<file path="config.mk">
export PLATFORM = sky130hd
export DESIGN_NAME = mem_app_bridge_flat
export DESIGN_NICKNAME = d
export VERILOG_FILES = /design/src/rtl/mem_app_bridge_pkg.sv /design/src/rtl/fifo_if.sv /design/src/rtl/fifo_sync.sv /design/src/rtl/mem_app_bridge.sv /design/src/flat_wrapper.sv
export SDC_FILE = /design/constraint.sdc
export NUM_CORES = 2
export LEC_CHECK = 0
export CAP_MARGIN = 10
export CORE_ASPECT_RATIO = 1.25
export CORE_MARGIN = 5
export CORE_UTILIZATION = 50
export DETAILED_ROUTE_END_ITERATION = 6
export PLACE_DENSITY = 0.71
export SYNTH_ARGS = -nofsm -noshare
export SYNTH_HDL_FRONTEND = slang
export SYNTH_SLANG_ARGS = --single-unit
</file>
<file path="constraint.sdc">
create_clock -name clk_mem -period 22.4 [get_ports clk_mem]
set_clock_uncertainty 0.1 [all_clocks]
set_input_delay 6.72 -clock clk_mem [delete_from_list [all_inputs] [get_ports clk_mem]]
set_output_delay 6.72 -clock clk_mem [all_outputs]
set_load 0.01 [all_outputs]
</file>
<file path="src/rtl/mem_app_bridge_pkg.sv">
// Shared types for the memory-domain bridge: arbiter command record,
// controller command encodings and bridge FSM states.
package mem_app_bridge_pkg;

    typedef struct packed {
        logic        read_not_write;
        logic [31:0] address;
        logic [31:0] length;
    } MemoryCommand;

    localparam logic [2:0] APP_CMD_WRITE = 3'b000;
    localparam logic [2:0] APP_CMD_READ  = 3'b001;

    typedef enum logic [1:0] {
        IDLE,
        WR_COLLECT,
        WR_ISSUE,
        RD_ACTIVE
    } bridge_state_t;

endpackage

</file>
<file path="src/rtl/fifo_if.sv">
// Valid/ready FIFO handshake bundle.
// in: consumer side (valid/data in, ready out); out: producer side.
interface FIFOInterface #(
    parameter int Nb = 32
);
    logic          valid;
    logic          ready;
    logic [Nb-1:0] data;

    modport in  (input valid, input data, output ready);
    modport out (output valid, output data, input ready);
endinterface

</file>
<file path="src/rtl/fifo_sync.sv">
// Single-clock show-ahead FIFO of 2**M entries of Nb bits.
// Ports: wr_en/din push, rd_en pops dout (head), empty/full/count status.
module fifo_sync #(
    parameter int Nb = 128,
    parameter int M  = 4
) (
    input  logic          clk,
    input  logic          rst_n,
    input  logic          wr_en,
    input  logic [Nb-1:0] din,
    input  logic          rd_en,
    output logic [Nb-1:0] dout,
    output logic          empty,
    output logic          full,
    output logic [M:0]    count
);
    localparam int CW = M + 1;

    logic [Nb-1:0] mem [0:(1<<M)-1];
    logic [M-1:0]  wp;
    logic [M-1:0]  rp;
    logic          do_wr;
    logic          do_rd;

    assign do_wr = wr_en && !full;
    assign do_rd = rd_en && !empty;
    assign dout  = mem[rp];
    assign empty = (count == '0);
    assign full  = (count == CW'(1 << M));

    always_ff @(posedge clk) begin
        if (do_wr) mem[wp] <= din;
    end

    always_ff @(posedge clk or negedge rst_n) begin
        if (!rst_n) begin
            wp    <= '0;
            rp    <= '0;
            count <= '0;
        end else begin
            if (do_wr) wp <= wp + 1'b1;
            if (do_rd) rp <= rp + 1'b1;
            count <= count + CW'(do_wr) - CW'(do_rd);
        end
    end
endmodule

</file>
<file path="src/rtl/mem_app_bridge.sv">
// Packs arbiter words into controller beats and unpacks read beats.
// Ports: mem_cmd/mem_write/mem_read FIFOs, app_* controller side, busy.
module mem_app_bridge
    import mem_app_bridge_pkg::*;
#(
    parameter int mem_width      = 32,
    parameter int app_data_width = 128,
    parameter int app_addr_width = 28,
    parameter int M_rd           = 4
) (
    input  logic                        clk_mem,
    input  logic                        reset,
    FIFOInterface.in                    mem_cmd,
    FIFOInterface.in                    mem_write,
    FIFOInterface.out                   mem_read,
    input  logic                        init_calib_complete,
    output logic                        app_en,
    input  logic                        app_rdy,
    output logic [2:0]                  app_cmd,
    output logic [app_addr_width-1:0]   app_addr,
    output logic [app_data_width-1:0]   app_wdf_data,
    output logic [app_data_width/8-1:0] app_wdf_mask,
    output logic                        app_wdf_wren,
    output logic                        app_wdf_end,
    input  logic                        app_wdf_rdy,
    input  logic [app_data_width-1:0]   app_rd_data,
    input  logic                        app_rd_data_valid,
    output logic                        busy
);
    localparam int LANES = app_data_width / mem_width;
    localparam int LW    = $clog2(LANES);
    localparam int BYTES = app_data_width / 8;
    localparam int BL    = $clog2(BYTES);
    localparam int LB    = mem_width / 8;
    localparam int OW    = M_rd + 1;
    localparam int DEPTH = 1 << M_rd;
    localparam logic [app_addr_width-1:0] STEP =
        app_addr_width'(BYTES);

    bridge_state_t state, state_n;
    MemoryCommand  cmd;

    logic [31:0] len_q, words_in, words_out;
    logic [31:0] beats, beats_issued;
    logic [LW-1:0] wr_lane, rd_lane;
    logic [app_data_width-1:0]   data_q;
    logic [app_data_width/8-1:0] mask_q;
    logic [app_addr_width-1:0]   addr_q;
    logic [2:0] cmd_q;
    logic en_q, wren_q, cmd_done, wdf_done;
    logic [OW-1:0] outstanding;

    logic [app_data_width-1:0] buf_dout;
    logic buf_empty, buf_full;
    logic [M_rd:0] buf_count;

    logic cmd_ready, cmd_fire;
    logic wr_ready, wr_fire, wr_last;
    logic cmd_ok, wdf_ok, beat_done;
    logic credit, rd_issue;
    logic rd_valid, rd_fire, rd_pop, rd_end;

    logic [LW-1:0]    fl;
    logic [32:0]      span;
    logic [31+BL:0]   base_full;

    assign cmd  = mem_cmd.data;
    assign fl   = cmd.address[LW-1:0];
    // beats touched = ceil((first_lane + L) / lanes), kept in 33 bits
    assign span = 33'(fl) + 33'(cmd.length) + 33'(LANES - 1);
    assign base_full = (32 + BL)'(cmd.address >> LW) << BL;

    assign cmd_ready = reset && (state == IDLE) && init_calib_complete;
    assign cmd_fire  = cmd_ready && mem_cmd.valid;

    assign wr_ready = (state == WR_COLLECT) && (words_in < len_q);
    assign wr_fire  = wr_ready && mem_write.valid;
    assign wr_last  = wr_fire &&
        ((wr_lane == LW'(LANES - 1)) || (words_in + 1 == len_q));

    assign cmd_ok    = cmd_done || (en_q && app_rdy);
    assign wdf_ok    = wdf_done || (wren_q && app_wdf_rdy);
    assign beat_done = (state == WR_ISSUE) && cmd_ok && wdf_ok;

    // Credit covers beats already committed to the controller plus beats
    // parked in the buffer, so returns can always be absorbed.
    assign credit = ((OW + 1)'(outstanding) + (OW + 1)'(buf_count))
                    < (OW + 1)'(DEPTH);
    assign rd_issue = (state == RD_ACTIVE) && (beats_issued < beats) &&
                      credit && (!en_q || app_rdy);

    assign rd_valid = (state == RD_ACTIVE) && !buf_empty &&
                      (words_out < len_q);
    assign rd_fire  = rd_valid && mem_read.ready;
    assign rd_end   = rd_fire && (words_out + 1 == len_q);
    assign rd_pop   = rd_fire &&
        ((rd_lane == LW'(LANES - 1)) || (words_out + 1 == len_q));

    assign mem_cmd.ready   = cmd_ready;
    assign mem_write.ready = wr_ready;
    assign mem_read.valid  = rd_valid;
    assign mem_read.data   = rd_valid ?
        buf_dout[rd_lane*mem_width +: mem_width] : '0;

    assign app_en       = en_q;
    assign app_cmd      = cmd_q;
    assign app_addr     = addr_q;
    assign app_wdf_data = data_q;
    assign app_wdf_mask = mask_q;
    assign app_wdf_wren = wren_q;
    assign app_wdf_end  = wren_q;
    assign busy         = (state != IDLE);

    fifo_sync #(
        .Nb (app_data_width),
        .M  (M_rd)
    ) u_rd_buf (
        .clk   (clk_mem),
        .rst_n (reset),
        .wr_en (app_rd_data_valid),
        .din   (app_rd_data),
        .rd_en (rd_pop),
        .dout  (buf_dout),
        .empty (buf_empty),
        .full  (buf_full),
        .count (buf_count)
    );

    always_ff @(posedge clk_mem or negedge reset) begin
        if (!reset) state <= IDLE;
        else        state <= state_n;
    end

    always_comb begin
        state_n = state;
        unique case (state)
            IDLE: begin
                if (cmd_fire && cmd.length != 0)
                    state_n = cmd.read_not_write ? RD_ACTIVE : WR_COLLECT;
            end
            WR_COLLECT: begin
                if (wr_last) state_n = WR_ISSUE;
            end
            WR_ISSUE: begin
                if (beat_done)
                    state_n = (words_in == len_q) ? IDLE : WR_COLLECT;
            end
            RD_ACTIVE: begin
                if (rd_end) state_n = IDLE;
            end
            default: state_n = IDLE;
        endcase
    end

    always_ff @(posedge clk_mem or negedge reset) begin
        if (!reset) begin
            len_q        <= '0;
            words_in     <= '0;
            words_out    <= '0;
            beats        <= '0;
            beats_issued <= '0;
            wr_lane      <= '0;
            rd_lane      <= '0;
            data_q       <= '0;
            mask_q       <= '0;
            addr_q       <= '0;
            cmd_q        <= '0;
            en_q         <= 1'b0;
            wren_q       <= 1'b0;
            cmd_done     <= 1'b0;
            wdf_done     <= 1'b0;
            outstanding  <= '0;
        end else begin
            if (cmd_fire) begin
                len_q        <= cmd.length;
                words_in     <= '0;
                words_out    <= '0;
                beats_issued <= '0;
                beats        <= 32'(span >> LW);
                wr_lane      <= fl;
                rd_lane      <= fl;
                addr_q       <= base_full[app_addr_width-1:0];
                cmd_q        <= cmd.read_not_write ?
                                APP_CMD_READ : APP_CMD_WRITE;
                data_q       <= '0;
                mask_q       <= '1;
            end
            if (wr_fire) begin
                data_q[wr_lane*mem_width +: mem_width] <= mem_write.data;
                mask_q[wr_lane*LB +: LB] <= '0;
                words_in <= words_in + 1;
                wr_lane  <= wr_lane + 1'b1;
            end
            if (wr_last) begin
                en_q     <= 1'b1;
                wren_q   <= 1'b1;
                cmd_done <= 1'b0;
                wdf_done <= 1'b0;
            end
            if (state == WR_ISSUE) begin
                if (en_q && app_rdy) begin
                    en_q     <= 1'b0;
                    cmd_done <= 1'b1;
                end
                if (wren_q && app_wdf_rdy) begin
                    wren_q   <= 1'b0;
                    wdf_done <= 1'b1;
                end
                if (beat_done) begin
                    addr_q <= addr_q + STEP;
                    data_q <= '0;
                    mask_q <= '1;
                end
            end
            if (state == RD_ACTIVE) begin
                // address advances on acceptance, ready for the next beat
                if (en_q && app_rdy) begin
                    en_q   <= rd_issue;
                    addr_q <= addr_q + STEP;
                end else if (rd_issue) begin
                    en_q <= 1'b1;
                end
                if (rd_issue) beats_issued <= beats_issued + 1;
                if (rd_fire) begin
                    words_out <= words_out + 1;
                    rd_lane   <= rd_lane + 1'b1;
                end
            end
            outstanding <= outstanding + OW'(rd_issue)
                           - OW'(app_rd_data_valid);
        end
    end

    always_ff @(posedge clk_mem) begin
        if (reset && app_rd_data_valid) begin
            rd_ovf: assert (!buf_full)
                else $error("read buffer overflow");
        end
    end
endmodule

</file>
<file path="src/flat_wrapper.sv">
// flat-port wrapper written by rule: the top's interface ports become plain ports
module mem_app_bridge_flat import mem_app_bridge_pkg::*;
#(
    parameter int mem_width      = 32,
    parameter int app_data_width = 128,
    parameter int app_addr_width = 28,
    parameter int M_rd           = 4
)
  (clk_mem, reset, init_calib_complete, app_en, app_rdy, app_cmd, app_addr, app_wdf_data, app_wdf_mask, app_wdf_wren, app_wdf_end, app_wdf_rdy, app_rd_data, app_rd_data_valid, busy, mem_cmd_valid, mem_cmd_data, mem_cmd_ready, mem_write_valid, mem_write_data, mem_write_ready, mem_read_valid, mem_read_data, mem_read_ready);
  FIFOInterface #(.Nb(65)) mem_cmd_i ();
  FIFOInterface #(.Nb(32)) mem_write_i ();
  FIFOInterface #(.Nb(32)) mem_read_i ();
  input  logic clk_mem;
  input  logic reset;
  input  logic init_calib_complete;
  output logic app_en;
  input  logic app_rdy;
  output logic [2:0] app_cmd;
  output logic [app_addr_width-1:0] app_addr;
  output logic [app_data_width-1:0] app_wdf_data;
  output logic [app_data_width/8-1:0] app_wdf_mask;
  output logic app_wdf_wren;
  output logic app_wdf_end;
  input  logic app_wdf_rdy;
  input  logic [app_data_width-1:0] app_rd_data;
  input  logic app_rd_data_valid;
  output logic busy;
  input wire logic [$bits(mem_cmd_i.valid)-1:0] mem_cmd_valid;
  input wire logic [$bits(mem_cmd_i.data)-1:0] mem_cmd_data;
  output wire logic [$bits(mem_cmd_i.ready)-1:0] mem_cmd_ready;
  input wire logic [$bits(mem_write_i.valid)-1:0] mem_write_valid;
  input wire logic [$bits(mem_write_i.data)-1:0] mem_write_data;
  output wire logic [$bits(mem_write_i.ready)-1:0] mem_write_ready;
  output wire logic [$bits(mem_read_i.valid)-1:0] mem_read_valid;
  output wire logic [$bits(mem_read_i.data)-1:0] mem_read_data;
  input wire logic [$bits(mem_read_i.ready)-1:0] mem_read_ready;
  assign mem_cmd_i.valid = mem_cmd_valid;
  assign mem_cmd_i.data = mem_cmd_data;
  assign mem_cmd_ready = mem_cmd_i.ready;
  assign mem_write_i.valid = mem_write_valid;
  assign mem_write_i.data = mem_write_data;
  assign mem_write_ready = mem_write_i.ready;
  assign mem_read_valid = mem_read_i.valid;
  assign mem_read_data = mem_read_i.data;
  assign mem_read_i.ready = mem_read_ready;
  mem_app_bridge #(.mem_width(mem_width), .app_data_width(app_data_width), .app_addr_width(app_addr_width), .M_rd(M_rd)) u_core (.clk_mem(clk_mem), .reset(reset), .mem_cmd(mem_cmd_i), .mem_write(mem_write_i), .mem_read(mem_read_i), .init_calib_complete(init_calib_complete), .app_en(app_en), .app_rdy(app_rdy), .app_cmd(app_cmd), .app_addr(app_addr), .app_wdf_data(app_wdf_data), .app_wdf_mask(app_wdf_mask), .app_wdf_wren(app_wdf_wren), .app_wdf_end(app_wdf_end), .app_wdf_rdy(app_wdf_rdy), .app_rd_data(app_rd_data), .app_rd_data_valid(app_rd_data_valid), .busy(busy));
endmodule
</file>
==> impl_metrics.env <==
# physical design summary
export IMPL_status="completed"
export IMPL_pwr_share_comb_pct=27.1
export IMPL_route_detailed_drc=0
export IMPL_slowest_delay_ns=0.57
export IMPL_hold_path_class="flip-flop to flip-flop"
export IMPL_lay_top_cells="edfxtp_1, mux2i_1, clkdlybuf4s50_1"
export IMPL_vdd_ir_drop_max_mv=0.102
export IMPL_async_flop_share_pct=15.0
export IMPL_antenna_found_initial=52
export IMPL_wl_met3_um=23900
export IMPL_clockRootBuffer="clkbuf_16"
export IMPL_critical_path_slowest_cell="clkdlybuf4s50_1"
export IMPL_regMostFlops="u_core.u_rd_buf.mem"
export IMPL_cts_sinks=2408
export IMPL_grt_max_degree=146
export IMPL_core_region_area_um2=199000
export IMPL_comb_multi_input_count=3298
export IMPL_top_cell_area_share_pct=61.6
export IMPL_clkCellAreaFrac_pct=6.30
export IMPL_tool_warnings=59
export IMPL_first_pass_iters=6
export IMPL_crit_path_cell_trace="buf_8 > and3_1 > clkdlybuf4s50_1"
export IMPL_clockBufferCount=276
export IMPL_inv_count=112
export IMPL_seqPwrFrac_pct=44.2
export IMPL_top_cells_by_count="edfxtp_1, mux2i_1, nand3_1"
export IMPL_hold_viol=0
export IMPL_clk_pin_slew_ns=0.06
export IMPL_largest_class="registers"
export IMPL_min_to="u_core.beats[11]"
export IMPL_top_layer="met5"
export IMPL_r2r_cells=17
export IMPL_well_tap_count=2590
export IMPL_buffer_area_share_pct=4.60
export IMPL_hp_start="u_core.beats[11]"
export IMPL_mostFrequentLayoutCell="edfxtp_1"
export IMPL_dp_hpwl_um=153000
export IMPL_critical_path_arrival_ns=8.28
export IMPL_clkPwrFrac_pct=28.7
export IMPL_grt_pass1_wl_um=396000
export IMPL_buffers=538
export IMPL_place_ws_ns=7.30
export IMPL_nets=6944
export IMPL_setup_ws_ns=7.30
export IMPL_cp_max_fo=93
cells by family (layout without fill, tap and decap cells):
logic type / Yosys count / after routing / share of synthesized area [%]
AND-OR/OR-AND: 1175 / 1175 / 7.82
other: 1 / 18 / 0.00375
adder cells (fa/ha/maj): 129 / 129 / 1.64
buffers and inverters: 512 / 1064 / 2.05
flip-flops: 2408 / 2408 / 70.6
XOR/XNOR: 128 / 128 / 1.12
AND/OR/NAND/NOR: 1075 / 1075 / 5.36
multiplexers: 789 / 789 / 11.4
power by group through the flow:
stage	combinational [mW]	sequential [mW]	clock, mW
global placement	3.47	5.82	0
finish	3.54	5.76	3.74
CTS	3.55	5.76	3.79
floorplan	2.22	5.83	0
global route	3.78	5.81	3.98
detailed placement	3.54	5.85	0
routing by layer:
| layer | GRT usage, % | vias to the layer above |
|---|---|---|
| li1 | - | 25600 |
| met1 | 33.8 | 31100 |
| met2 | 42.0 | 2840 |
| met3 | 5.46 | 487 |
| met4 | 9.17 | 38 |
| met5 | 0 | - |
how the worst max path moves through the flow:
stage	cells after the start	to	slack, ns	from
floorplan	4	u_core.u_rd_buf.mem[0][0]	2.12	app_rd_data_valid
global placement	3	mem_cmd_ready	7.32	reset
detailed placement	3	mem_cmd_ready	7.30	reset
CTS	3	mem_cmd_ready	7.31	reset
global route	3	mem_cmd_ready	7.16	reset
finish	3	mem_cmd_ready	7.30	reset
worst reg2reg max path, cell delays in order, from the launching register on:
cell and delay [ns]:
dfrtp_1 0.42, ha_1 0.36, nand4_1 0.27, or3_1 0.57, nor4_1 0.55, xnor2_1 0.22
nand4_1 0.20, or4_1 0.57, o21bai_1 0.35, and2_4 0.24, ha_1 0.12, inv_1 0.04
ha_1 0.20, fa_1 0.44, a21oi_1 0.14, nor2_1 0.06, nor2_1 0.11, xnor2_1 0.12
**Where the registers sit**

(1 px per um) Other sequential cells in the stronger gray, the rest of the logic in the fainter gray.
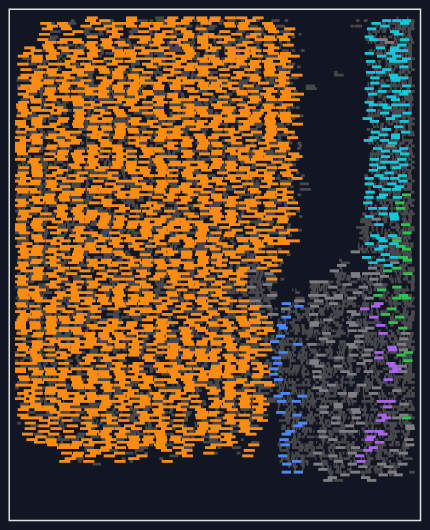
- u_core.app_addr: green (flops 28; where right middle)
- u_core.words_out: blue (flops 32)
- u_core.beats: purple (flops 31; where bottom right)
- u_core.u_rd_buf.mem: orange (flops 2048)
- u_core.app_wdf_data: cyan (flops 128)
- not colored: 141
flop share of the area: 61.8%
Reg area: 70500 um2
P_seq: 5.76 mW
utilization after layout: 57.4%

**Signal wires on met2**

(1 px per um)
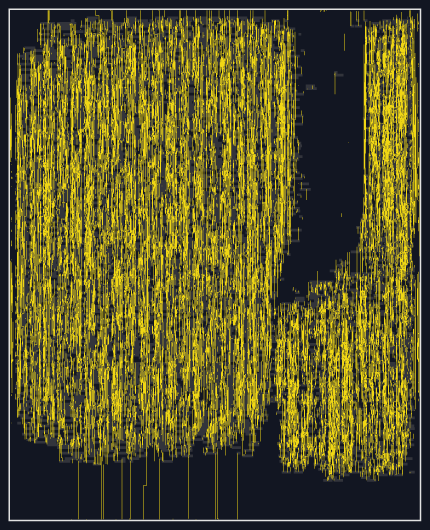
- wire length on this layer: 132 mm
- main direction: vertical
- nets with wire on the layer: 5996

**Track usage over the die**

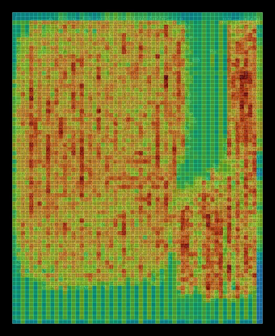
GRT Util Overall: 25.5%
M1 GR Usage: 33.8%
drt wl/cell: 28.9 um
met2 Track Usage GR: 42.0%
GRT met3 Usage: 5.46%

**Close-up of the layout**

Region (185, 337) to (225, 377) um. Cells in gray, sequential cells in the stronger gray; small squares are vias.
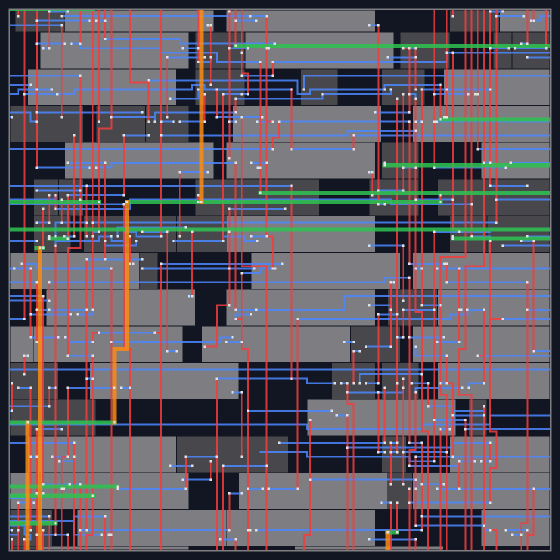
- M1: blue
- M2: red
- M3: green
- M4: orange
- sequential cells in the window: 30
- cells with their middle in the window: 66
- most frequent: edfxtp_1 (30), mux2i_1 (10), a221oi_1 (5)
- netlist names of flops here include: u_core.u_rd_buf.mem (30)

No activity file was given, so power comes from the tool's default toggle rates.
